File: config.mk
export PLATFORM = sky130hd
export DESIGN_NAME = instruction_fetch_unit
export DESIGN_NICKNAME = d
export VERILOG_FILES = /design/src/rtl/instruction_fetch_unit.sv
export SDC_FILE = /design/constraint.sdc
export NUM_CORES = 1
export LEC_CHECK = 0
export CORE_MARGIN = 4
export CORE_UTILIZATION = 50
export DETAILED_ROUTE_END_ITERATION = 16
export PLACE_DENSITY = 0.85
export SLEW_MARGIN = 20
export SYNTH_ARGS = -nofsm -noshare
export SYNTH_HDL_FRONTEND = slang
export SYNTH_SLANG_ARGS = --single-unit
File: constraint.sdc
create_clock -name clk -period 4.45 [get_ports clk]
set_input_delay 1.1125 -clock clk [delete_from_list [all_inputs] [get_ports clk]]
set_output_delay 1.1125 -clock clk [all_outputs]
set_load 0.01 [all_outputs]
File: src/rtl/instruction_fetch_unit.sv
// Pipeline front end: owns the fetch PC, keeps one instruction-memory request
// outstanding, parks a returned word across stalls and drives the IF/ID register.
module instruction_fetch_unit #(
    parameter logic [31:0] RESET_PC  = 32'h0000_0000,
    parameter logic [31:0] NOP_INSTR = 32'h0000_0013
) (
    input  logic        clk,
    input  logic        reset,
    input  logic        stall_if,
    input  logic        stall_id,
    input  logic        flush_id,
    input  logic        redirect_valid,
    input  logic [31:0] redirect_pc,
    input  logic        trap_valid,
    input  logic [31:0] trap_pc,
    output logic        imem_req_valid,
    input  logic        imem_req_ready,
    output logic [31:0] imem_req_addr,
    input  logic        imem_resp_valid,
    input  logic [31:0] imem_resp_data,
    input  logic        imem_resp_err,
    output logic        id_valid,
    output logic [31:0] id_pc,
    output logic [31:0] id_instr,
    output logic        id_misaligned,
    output logic        id_fault
);

    typedef enum logic [1:0] {
        ST_ISSUE,
        ST_WAIT,
        ST_HOLD,
        ST_DISCARD
    } state_t;

    state_t      state, state_next;
    logic [31:0] fetch_pc, fetch_pc_next;
    logic [31:0] req_pc;
    logic [31:0] buf_instr;
    logic        buf_err;

    logic        redirect;
    logic [31:0] target;
    logic        hold;
    logic        req_fire;
    logic        capture;

    logic        deliver;
    logic [31:0] dlv_pc;
    logic [31:0] dlv_instr;
    logic        dlv_err;
    logic        dlv_mis;

    // Trap outranks a simultaneous branch redirect.
    assign redirect = trap_valid | redirect_valid;
    assign target   = trap_valid ? trap_pc : redirect_pc;
    assign hold     = stall_if | stall_id;

    assign imem_req_valid = ~reset & (state == ST_ISSUE) & ~hold & ~redirect
                          & (fetch_pc[1:0] == 2'b00);
    assign imem_req_addr  = fetch_pc;
    assign req_fire       = imem_req_valid & imem_req_ready;

    always_comb begin
        state_next    = state;
        fetch_pc_next = fetch_pc;
        capture       = 1'b0;
        deliver       = 1'b0;
        dlv_pc        = req_pc;
        dlv_instr     = imem_resp_data;
        dlv_err       = imem_resp_err;
        dlv_mis       = 1'b0;

        if (redirect) begin
            fetch_pc_next = target;
        end

        case (state)
            ST_ISSUE: begin
                if (!redirect) begin
                    // A misaligned PC never reaches memory; it keeps presenting a
                    // faulting bubble until a trap redirect moves the PC away.
                    if (fetch_pc[1:0] != 2'b00) begin
                        if (!hold) begin
                            deliver   = 1'b1;
                            dlv_pc    = fetch_pc;
                            dlv_instr = NOP_INSTR;
                            dlv_err   = 1'b0;
                            dlv_mis   = 1'b1;
                        end
                    end else if (req_fire) begin
                        state_next = ST_WAIT;
                    end
                end
            end
            ST_WAIT: begin
                if (redirect) begin
                    state_next = imem_resp_valid ? ST_ISSUE : ST_DISCARD;
                end else if (imem_resp_valid) begin
                    if (hold) begin
                        capture    = 1'b1;
                        state_next = ST_HOLD;
                    end else begin
                        deliver       = 1'b1;
                        fetch_pc_next = req_pc + 32'd4;
                        state_next    = ST_ISSUE;
                    end
                end
            end
            ST_HOLD: begin
                if (redirect) begin
                    state_next = ST_ISSUE;
                end else if (!hold) begin
                    deliver       = 1'b1;
                    dlv_instr     = buf_instr;
                    dlv_err       = buf_err;
                    fetch_pc_next = req_pc + 32'd4;
                    state_next    = ST_ISSUE;
                end
            end
            ST_DISCARD: begin
                if (imem_resp_valid) begin
                    state_next = ST_ISSUE;
                end
            end
            default: state_next = ST_ISSUE;
        endcase
    end

    always_ff @(posedge clk) begin
        if (reset) begin
            state     <= ST_ISSUE;
            fetch_pc  <= RESET_PC;
            req_pc    <= '0;
            buf_instr <= '0;
            buf_err   <= 1'b0;
        end else begin
            state    <= state_next;
            fetch_pc <= fetch_pc_next;
            if (req_fire) begin
                req_pc <= fetch_pc;
            end
            if (capture) begin
                buf_instr <= imem_resp_data;
                buf_err   <= imem_resp_err;
            end
        end
    end

    // IF/ID register; a bubble leaves id_pc untouched.
    always_ff @(posedge clk) begin
        if (reset) begin
            id_valid      <= 1'b0;
            id_pc         <= '0;
            id_instr      <= NOP_INSTR;
            id_misaligned <= 1'b0;
            id_fault      <= 1'b0;
        end else if (redirect || flush_id) begin
            id_valid      <= 1'b0;
            id_instr      <= NOP_INSTR;
            id_misaligned <= 1'b0;
            id_fault      <= 1'b0;
        end else if (stall_id) begin
            id_valid      <= id_valid;
        end else if (deliver) begin
            id_valid      <= 1'b1;
            id_pc         <= dlv_pc;
            id_instr      <= dlv_err ? NOP_INSTR : dlv_instr;
            id_misaligned <= dlv_mis;
            id_fault      <= dlv_err;
        end else begin
            id_valid      <= 1'b0;
            id_instr      <= NOP_INSTR;
            id_misaligned <= 1'b0;
            id_fault      <= 1'b0;
        end
    end

endmodule

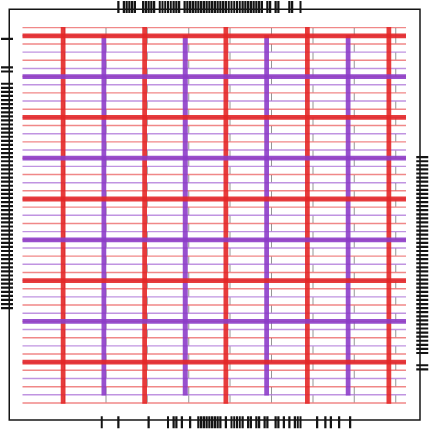
Run 1: power grid
(3 px per um) Pins as bars on the die edge. Tap cells in grey.
red -> VSS
purple -> VDD
met5 straps = 9
rows = 46
signal pins = 206
met1 rails = 47
tap cells = 216

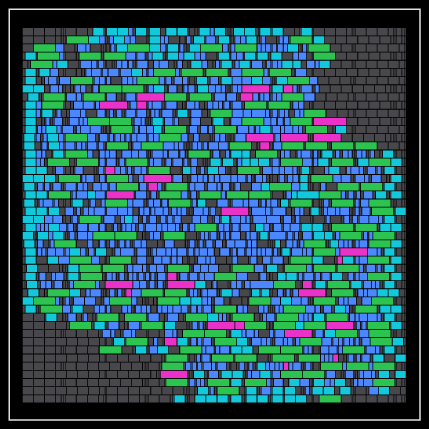
Run 1: cell classes on the final placement
(3 px per um) Fill, decap, tap and diode cells in grey.
blue -> all other logic  # cells 783, share of their area 43%
magenta -> clock drivers and dummy loads  # cells 32, share of their area 5.3%
cyan -> other buffers and delay cells  # cells 231, share of their area 21%
green -> flip-flops  # cells 166, share of their area 31%

==> results.txt, run 1 <==
Implementation results

As logged by OpenROAD, the buffers inserted on ports number approximately 210. The boundary pin count is ~210. The number of nets with antenna violations after routing is 0. The H-tree was split into 4 levels. No sink is reached through more buffers than the 2 on the longest clock path. The number of antenna violations at the first check in global routing is 0. For reference, the critical path is launched at stall_id. The largest cell class by area is multi-input combinational cells. Counting flops with a built-in enable in the synthesized netlist gives 0. The number of failing hold endpoints at the final stage is 0. The layout overhead on the synthesized area is 32.84%. The first global-routing pass estimated ~42 mm of wire. The maximum clock rate is about 250 MHz. The via count of the first global-routing pass is 8147.

The report lists the power per cell area as 335.1 nW/um2. The clock tree from TritonCTS is built. The total iterations of the first detailed-routing run is 7. The most used flip-flop cell is sky130_fd_sc_hd__dfxtp_1.

The cell count of the worst reg-to-reg path is 7. The congestion estimate from routability-driven global placement came to between 0.9 and 1. The utilization of the core after routing is 0.6848. The tally of clock buffers in the finished layout is 17. Setup violations remaining at the end of the flow were counted as 0. After clock tree synthesis, the flow added hold-fix buffers numbering 0. The final timing report derives a shortest allowable period of approximately 3.9 ns. The DRC violation count after routing is 0.

The die height is between 100 and 150 um. Leaving out the clock tree, the finished layout contains an inverter count of 10. For reference, the top cells by count after synthesis are 166 x sky130_fd_sc_hd__dfxtp_1, 145 x sky130_fd_sc_hd__nand2_1, 120 x sky130_fd_sc_hd__a21oi_1, 113 x sky130_fd_sc_hd__nor2_1, 70 x sky130_fd_sc_hd__clkbuf_1. The number of distinct library cell variants in the gate-level netlist after synthesis is about 60. The synthesized design spends more area on one cell type than any other, namely sky130_fd_sc_hd__dfxtp_1. The root buffer cell chosen for the clock tree is sky130_fd_sc_hd__clkbuf_16. The number of buffers added for setup after CTS is 0. The pin count of the biggest net entering global routing is ~64.

The area fraction of the largest cell type after synthesis is 0.4029. A synthesized cell averages about 7.9 um2. The run reported a max-capacitance violation count of 0.

For this run, the detailed router reports a per-instance via density of ~6.1. Of the total standard cell area in the layout, the multi-input combinational portion is 0.4112. The flow ran to the end, and the final reports show no timing, DRC or antenna violations. The proportion of synthesized area in mux cells is 0.04612.

Across every metal layer, demand over resource in global routing totals 0.2835. The antenna cell count is 2. The number of flip-flops and latches is 166.

The synthesized-area fraction occupied by adder cells is 0.007585. The total area inside the core boundary comes to around 16000 um2. The number of tap cells added at floorplan is 216. Data on the critical path is required at its endpoint by approximately 3.3 ns.

The register area is ~3300 um2. The fraction of area in registers is 0.3033. The most common cell in the synthesized netlist is sky130_fd_sc_hd__dfxtp_1. The die covers about 19000 um2. The die span in x is about 140 um. In the synthesized netlist the async set-or-reset flop fraction comes to 0.
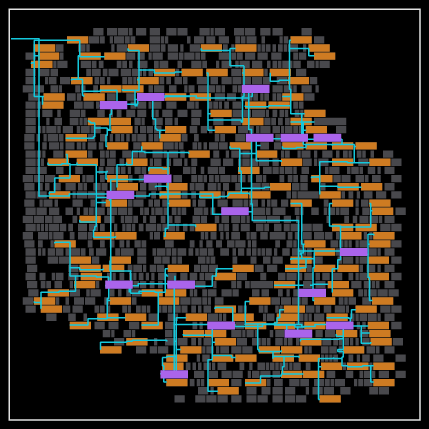
Run 1: clock wires, drivers and flops
(3 px per um)
cyan -> clock wires  # length 1950 um
orange -> flip-flops  # count 166
purple -> cells driving clock nets  # count 17
flops lie = widely spread
routed clock nets = 18

[run 1: worst min path at each step]
| stage | startpoint | endpoint | slack, ns | cells past startpoint |
|---|---|---|---|---|
| 5_1_grt | buf_instr[30] | buf_instr[30] | 0.47 | 2 |
| 3_3_place_gp | buf_instr[10] | buf_instr[10] | 0.44 | 2 |
| 2_1_floorplan | buf_err | buf_err | 0.44 | 2 |
| 4_1_cts | buf_instr[17] | buf_instr[17] | 0.46 | 2 |
| 3_5_place_dp | buf_instr[17] | buf_instr[17] | 0.45 | 2 |
| 6_report | buf_instr[13] | buf_instr[13] | 0.46 | 2 |
[run 1: registers in the layout, summed over array words and instances, names as in the netlist]
| register | cells |
|---|---|
| buf_instr | 32 |
| id_instr | 32 |
| id_pc | 32 |
| imem_req_addr | 32 |
| req_pc | 32 |
| state | 2 |
| buf_err | 1 |
| id_fault | 1 |
| id_misaligned | 1 |
| id_valid | 1 |
[run 1: cell usage in the layout, fill, tap and decap left out, drive strengths merged, types with 5 or more instances in the layout]
| master | count |
|---|---|
| and4 | 5 |
| nand2 | 145 |
| nor3 | 17 |
| mux2i | 38 |
| a22oi | 30 |
| o211ai | 5 |
| and2 | 5 |
| a21boi | 5 |
| o21ai | 46 |
| clkbuf | 18 |
| nor4 | 5 |
| nand2b | 5 |
| a2bb2oi | 33 |
| a211oi | 39 |
| buf | 28 |
| or3 | 8 |
| o311ai | 6 |
| xnor2 | 15 |
| inv | 18 |
| or2 | 7 |
| clkdlybuf4s50 | 202 |
| xor2 | 5 |
| clkinv | 6 |
| or4 | 5 |
| nor2 | 114 |
| nand4 | 8 |
| dfxtp | 166 |
| nor2b | 9 |
| nand3 | 38 |
| a211o | 9 |
| a21oi | 120 |
| ha | 5 |
[run 1: metrics by stage]
stage	area [um2]	hold WS (ns)	std cells	power, mW
after floorplan	8248	0.4360	1047	1.941
after global placement	10370	0.4426	1394	2.231
after detailed placement	10370	0.4478	1394	2.239
after CTS	10940	0.4577	1426	3.665
after global routing	10950	0.4736	1428	3.787
final	10960	0.4553	1430	3.672
[run 1: power breakdown]
part	switching [mW]	internal [mW]
registers	0.0715	1.54
clock network	0.661	0.785
logic	0.321	0.294
[run 1: critical path, stage by stage]
cell	delay, ns
sky130_fd_sc_hd__clkdlybuf4s50_1	0.49
sky130_fd_sc_hd__nor4_4	0.31
sky130_fd_sc_hd__and3_1	0.32
sky130_fd_sc_hd__clkdlybuf4s50_1	0.59
[run 1: logic make-up (layout without fill, tap and decap cells)]
kind of cell	after synthesis	after routing
AND/OR/NAND/NOR	379	379
AND-OR/OR-AND	331	331
flip-flops	166	166
buffers and inverters	108	273
multiplexers	38	38
XOR/XNOR	20	20
adder cells (fa/ha/maj)	5	5
other	0	2
[run 1: per-layer routing]
| layer | up-vias | track usage | wire length (um) |
|---|---|---|---|
| li1 | 4049 | - | - |
| met1 | 4131 | 0.3663 | 11140 |
| met2 | 439 | 0.4730 | 12680 |
| met3 | 70 | 0.05811 | 2354 |
| met4 | 0 | 0.09518 | 809 |
| met5 | - | 0 | 0 |
--- run 2 (diff from run 1) ---
--- a/config.mk
+++ b/config.mk
@@ -5,10 +5,12 @@
 export SDC_FILE = /design/constraint.sdc
 export NUM_CORES = 1
 export LEC_CHECK = 0
+export CELL_PAD_IN_SITES_DETAIL_PLACEMENT = 1
+export CELL_PAD_IN_SITES_GLOBAL_PLACEMENT = 1
 export CORE_MARGIN = 4
-export CORE_UTILIZATION = 50
+export CORE_UTILIZATION = 39
 export DETAILED_ROUTE_END_ITERATION = 16
-export PLACE_DENSITY = 0.85
+export PLACE_DENSITY = 0.9
 export SLEW_MARGIN = 20
 export SYNTH_ARGS = -nofsm -noshare
 export SYNTH_HDL_FRONTEND = slang
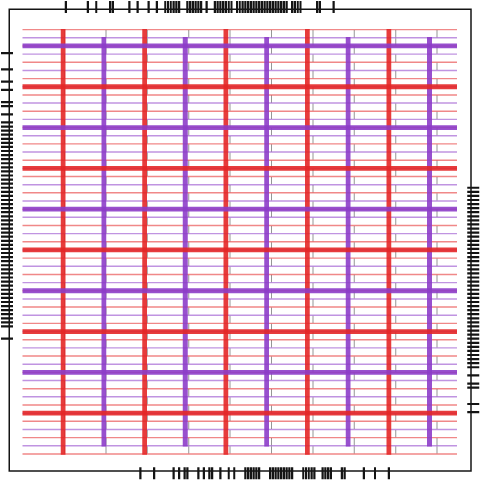
Run 2: power grid
(3 px per um) Pins as bars on the die edge. Tap cells in grey.
red -> VSS
purple -> VDD
tap cells = 270
met4 straps = 10
met5 straps = 10

==> results.txt, run 2 <==
Implementation results

The flow ran to the end, and the final reports show no timing, DRC or antenna violations. The first global-routing pass estimated between 40 and 50 mm of wire. The all-layer global routing usage is 0.2573. Per the layout area report, the register area comes to 3323 um2. The final report gives the core utilization as 0.5429. Routability-driven placement finished with a final weighted congestion of roughly 0.89. The via count of the first global-routing pass is approximately 9.0k. The count of buffers from port buffering is about 200.

The boundary pin count is between 200 and 250. The power report attributes to the combinational group a share of 0.160. The die height is between 150 and 200 um.

In this run the horizontal extent of the chip is 153.4 um. After synthesis, the most frequently instantiated cells are 166 x sky130_fd_sc_hd__dfxtp_1, 145 x sky130_fd_sc_hd__nand2_1, 120 x sky130_fd_sc_hd__a21oi_1, 113 x sky130_fd_sc_hd__nor2_1, 70 x sky130_fd_sc_hd__clkbuf_1. The final power report lists total power as ~4.0 mW. Buffers added to address setup during post-CTS repair amount to 0. Among all flip-flop cells after synthesis, the most frequent one is sky130_fd_sc_hd__dfxtp_1. In the layout the commonest cells are 202 x sky130_fd_sc_hd__clkdlybuf4s50_1, 166 x sky130_fd_sc_hd__dfxtp_1, 145 x sky130_fd_sc_hd__nand2_1, 120 x sky130_fd_sc_hd__a21oi_1, 112 x sky130_fd_sc_hd__nor2_1.

For reference, the critical path is launched at stall_if. The sequential fraction of design power is 0.407. Yosys instantiated no cell more often than sky130_fd_sc_hd__dfxtp_1. By instance count after routing, the leading logic cell type is sky130_fd_sc_hd__clkdlybuf4s50_1.

The pin count of the biggest net entering global routing is between 70 and 80. The layout overhead on the synthesized area is 34.89%. CTS built an H-tree with a depth of 4. The leading area contributor after synthesis is sky130_fd_sc_hd__dfxtp_1. The max-cap violation count is 0. Dividing the detail-routed via count by the number of cells gives between 5 and 6. The mean area per synthesized cell is between 7 and 8 um2. The number of enable flip-flop cells is 0. The startpoint identified for the worst hold timing path is buf_instr[12]. The detail route stage leaves a number of antenna-violating nets equal to 0. The detailed placer reported the number of placed instances as 1447.

The number of distinct library cell variants in the gate-level netlist after synthesis is ~60. The total area inside the core boundary comes to 20490 um2. The number of antenna violations at the first check in global routing is 2. Per the detail_route report, DRC violations left total 0.
[run 2: netlist changes by cell type in the layout (fill, tap and decap cells not counted), sizes merged]
cell and delta:
bufinv +5, inv -2, clkinv -6, clkbuf -1, buf -2, clkinvlp +1
[run 2: power groups by stage]
stage	combinational, mW	sequential, mW	clock [mW]
after floorplan	0.299	1.64	0
after global placement	0.609	1.64	0
after detailed placement	0.622	1.64	0
after CTS	0.631	1.61	1.73
after global routing	0.682	1.62	1.80
final	0.636	1.61	1.72
[run 2: worst max-delay path, cell delays in order]
cell and delay, ns:
sky130_fd_sc_hd__clkdlybuf4s50_1 0.53, sky130_fd_sc_hd__nor4_4 0.30, sky130_fd_sc_hd__and3_1 0.33, sky130_fd_sc_hd__clkdlybuf4s50_1 0.59
[run 2: worst max path at each step]
stage	endpoint	slack (ns)
final	imem_req_valid	0.48
after global routing	imem_req_valid	0.44
after CTS	imem_req_valid	0.51
after detailed placement	imem_req_valid	0.52
after global placement	imem_req_valid	0.53
after floorplan	imem_req_valid	1.06
[run 2: kinds of logic (layout without fill, tap and decap cells)]
logic type      after synthesis  count (layout)  synth area share
compound gates              331             331            0.2620
xor+xnor                     20              20           0.02124
fa+ha+maj                     5               5          0.007585
buf+inv                     108             268           0.05264
flops                       166             166            0.4029
mux                          38              38           0.04612
other cells                   0               2                 0
simple gates                379             379            0.2075
[run 2: per-layer routing]
layer / vias to the layer above / share of wire / global-route usage
met4: 0 / 0.034 / 0.1110
met3: 69 / 0.059 / 0.05259
li1: 4046 / - / -
met1: 4277 / 0.42 / 0.3190
met5: - / 0 / 0
met2: 330 / 0.49 / 0.4339
[run 2: final cells by class]
class,instances,share of cell area
antenna,2,0.0004498
clock buffer,17,0.03824
inverter,10,0.003374
timing repair buffer,228,0.2022
multi-input combinational,773,0.4049
tap,270,0.03036
clock inverter,13,0.02182
sequential,166,0.2987
[run 2: through the flow]
stage,area (um2),hold WS [ns]
floorplan,8248,0.4360
global placement,10450,0.4426
detailed placement,10450,0.4494
CTS,11120,0.4604
global route,11130,0.4835
finish,11130,0.4574
--- run 3 (diff from run 2) ---
--- a/config.mk
+++ b/config.mk
@@ -5,6 +5,7 @@
 export SDC_FILE = /design/constraint.sdc
 export NUM_CORES = 1
 export LEC_CHECK = 0
+export CAP_MARGIN = 0
 export CELL_PAD_IN_SITES_DETAIL_PLACEMENT = 1
 export CELL_PAD_IN_SITES_GLOBAL_PLACEMENT = 1
 export CORE_MARGIN = 4
==> results.txt, run 3 <==
Implementation results

The most frequently used library cell after synthesis is sky130_fd_sc_hd__dfxtp_1. TritonCTS built the clock tree. The total tool warning count is 29.

In this run the deepest clock path goes through 2 buffers. The cell sequence reported for the critical path is clkdlybuf4s50_1 -> nor4_4 -> and3_1 -> clkdlybuf4s50_1. After the flow finishes, the layout carries non-filler instances totaling around 1.5k. Post-CTS timing repair inserted 0 buffers for setup. The main area contributors are sky130_fd_sc_hd__dfxtp_1 40%, sky130_fd_sc_hd__a21oi_1 7.3%, sky130_fd_sc_hd__nand2_1 6.6%, sky130_fd_sc_hd__nor2_1 5.1%, sky130_fd_sc_hd__mux2i_1 4.6%. The commonest register cell is sky130_fd_sc_hd__dfxtp_1.

The worst relative slew slack is 0.2936. Across the whole layout, storage elements account for roughly 3300 um2. The die height is around 150 um.

The dominant delay contributor by cell family on the critical path is buffers and inverters. The library cells used most frequently in the layout, excluding fill and tap cells, are 202 x sky130_fd_sc_hd__clkdlybuf4s50_1, 166 x sky130_fd_sc_hd__dfxtp_1, 145 x sky130_fd_sc_hd__nand2_1, 120 x sky130_fd_sc_hd__a21oi_1, 112 x sky130_fd_sc_hd__nor2_1. The data arrival time of the critical path is 2.86 ns. The total die size is between 20000 and 25000 um2. The cell with the largest stage delay on the worst path is sky130_fd_sc_hd__clkdlybuf4s50_1. The leading area contributor after synthesis is sky130_fd_sc_hd__dfxtp_1. The final layout reports a setup TNS of 0 ns. The boundary pin count is 206. The number of antenna violations at the first check in global routing is 2. IR analysis of the VDD net gives a maximum drop of about 0.27 mV. According to the floorplan report, the die width is 153.4 um. The detailed placer reported the number of placed instances as between 1k and 1.5k. The via count of the first global-routing pass is about 9k. The script logs the ratio of routed vias to standard cells as 5.897. Counting endpoints that fail hold in the final report gives 0. Per the final layout report, the fraction of cells sized above drive strength 1 comes to 0.06048.

The final clock skew is between 0.01 and 0.015 ns. The share of synthesized area in the top cell type comes to 0.4029. The max-cap violation count is 0.

For this run, asynchronously set or reset flops after synthesis account for 0. After synthesis, the design contains around 1.0k cells according to Yosys. The master cell of the clock root buffer is sky130_fd_sc_hd__clkbuf_16. The number of filler instances in the final layout is 2431. For the finished layout, the period the worst path requires is slightly below 4 ns. The number of violations reported at the end of detailed-routing iteration 0 is between 700 and 800. The critical path buffer and inverter count is 2. At the end of the flow the core is filled with cells to 0.5429.

The data required time of the critical path is ~3.3 ns. After synthesis, the most frequently instantiated cells are 166 x sky130_fd_sc_hd__dfxtp_1, 145 x sky130_fd_sc_hd__nand2_1, 120 x sky130_fd_sc_hd__a21oi_1, 113 x sky130_fd_sc_hd__nor2_1, 70 x sky130_fd_sc_hd__clkbuf_1. Per the post-synthesis stats, the area per cell is ~8 um2.

Summing all multi-input logic gate instances after layout gives between 4000 and 5000 um2. The tightest hold margin is approximately 0.46 ns. The DRC violation count after routing is 0. STA classifies the critical path endpoint as an output pin. Gates resized during post-CTS repair numbered 0.

The core footprint is just over 20000 um2. In the synthesis report, Yosys lists the chip area as around 8200 um2. In this run the cell area of the synthesized design comes to between 8000 and 9000 um2.

The flip-flop and latch count after synthesis is between 150 and 200. The layout overhead on the synthesized area is 34.89%. The number of nets with antenna violations after routing is 0. Clock-pin slew was measured on the worst setup and hold paths at roughly 0.070 ns. The number of distinct library cell variants in the gate-level netlist after synthesis is ~60. The flow ran to the end, and the final reports show no timing, DRC or antenna violations. The number of enable flip-flop cells is 0.

The final timing report lists a max-slew violation count of 0. The count of nets after finishing is 1307. The power consumption is a little under 4 mW.

In this run, post-CTS hold repair placed 0 buffers. For this run, the final setup violation count is recorded as 0. The delay of the slowest cell on the worst path is about 0.59 ns. The count of buffers added on input and output ports is between 200 and 250. According to the report, the first pass of detailed routing completed in 7 iterations. The launching element type of the critical path is a primary input. In this run the power density over the cells is ~360 nW/um2.

The later pin in the worst-skew pair is clocked with a latency of approximately 0.44 ns. The maximum clock rate is between 200 and 300 MHz. The pin count of the biggest net entering global routing is between 70 and 80.

The class of the tightest hold or removal check is flip-flop to flip-flop. The first global-routing pass estimated 49.10 mm of wire. The total nets after synthesis is between 1k and 1.5k. The routability-driven placement congestion ratio is between 0.8 and 0.9. The clock buffer count from CTS is 17. The dominant cell type by count on the critical path is sky130_fd_sc_hd__clkdlybuf4s50_1.

The H-tree depth is 4. The most common library cell in the layout ignoring fill and taps is sky130_fd_sc_hd__clkdlybuf4s50_1.
==> run 3: through the flow <==
| stage | setup WS, ns | area, um2 |
|---|---|---|
| final | 0.4810 | 11130 |
| after global routing | 0.4391 | 11130 |
| after CTS | 0.5103 | 11120 |
| after detailed placement | 0.5246 | 10450 |
| after global placement | 0.5286 | 10450 |
| after floorplan | 1.064 | 8248 |
==> run 3: path summary, 6_finish.rpt <==
path            startpoint             end  slack, ns  depth (start not counted)
max               stall_if  imem_req_valid       0.48                          4
min          buf_instr[12]   buf_instr[12]       0.46                          2
max reg2reg       state[1]     id_instr[1]       1.76                          8
min reg2reg  buf_instr[12]   buf_instr[12]       0.46                          2
==> run 3: power breakdown <==
group | internal (mW) | leakage [nW] | switching [mW] | total, mW
registers | 1.54 | 1.35 | 0.0743 | 1.61
logic | 0.295 | 2.28 | 0.342 | 0.636
clock network | 1.06 | 0.323 | 0.660 | 1.72
total | 2.89 | 3.95 | 1.08 | 3.97
==> run 3: layer usage <==
metal / vias to the layer above / global-route usage / routed length [um]
li1: 4046 / - / -
met1: 4277 / 0.3190 / 13190
met2: 330 / 0.4339 / 15300
met4: 0 / 0.1110 / 1072
met5: - / 0 / 0
met3: 69 / 0.05259 / 1853
==> run 3: worst min-delay path, stage by stage (launching register included) <==
cell and delay, ns:
sky130_fd_sc_hd__dfxtp_1 0.31, sky130_fd_sc_hd__nand2_1 0.05, sky130_fd_sc_hd__a21oi_1 0.05
==> run 3: cells by family after synthesis <==
group | synth area share
AOI/OAI and AO/OA | 0.2620
xor gates and xnor gates | 0.02124
adders and majority gates | 0.007585
buffers and inverters | 0.05264
DFF | 0.4029
muxes | 0.04612
and+or+nand+nor | 0.2075
==> run 3: layout make-up <==
cell class                      count  area share
Tap cell                          270     0.03036
Sequential cell                   166      0.2987
Clock buffer                       17     0.03824
Multi-Input combinational cell    773      0.4049
Timing Repair Buffer              228      0.2022
Clock inverter                     13     0.02182
Inverter                           10    0.003374
Antenna cell                        2   0.0004498
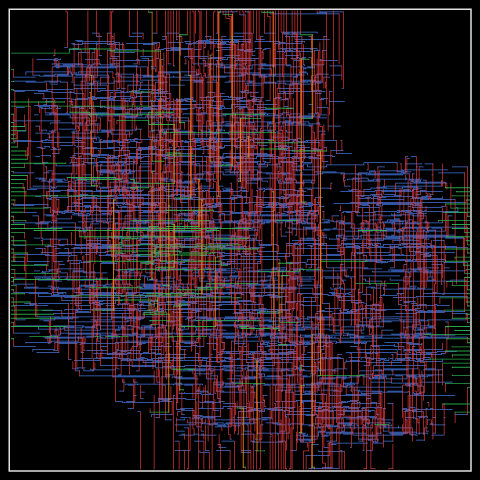
Run 3: signal wires by layer
(3 px per um)
blue -> met1  # wire length 13200 um
red -> met2  # wire length 15300 um
orange -> met4  # wire length 1070 um
green -> met3  # wire length 1850 um
final routed wirelength across all metal layers: 31.42 mm
per-cell routed wire length: 21.24 um
Overall Global Routing Usage: 0.2573
via count of the routed design: 8722

Power and IR drop assume default switching activity.
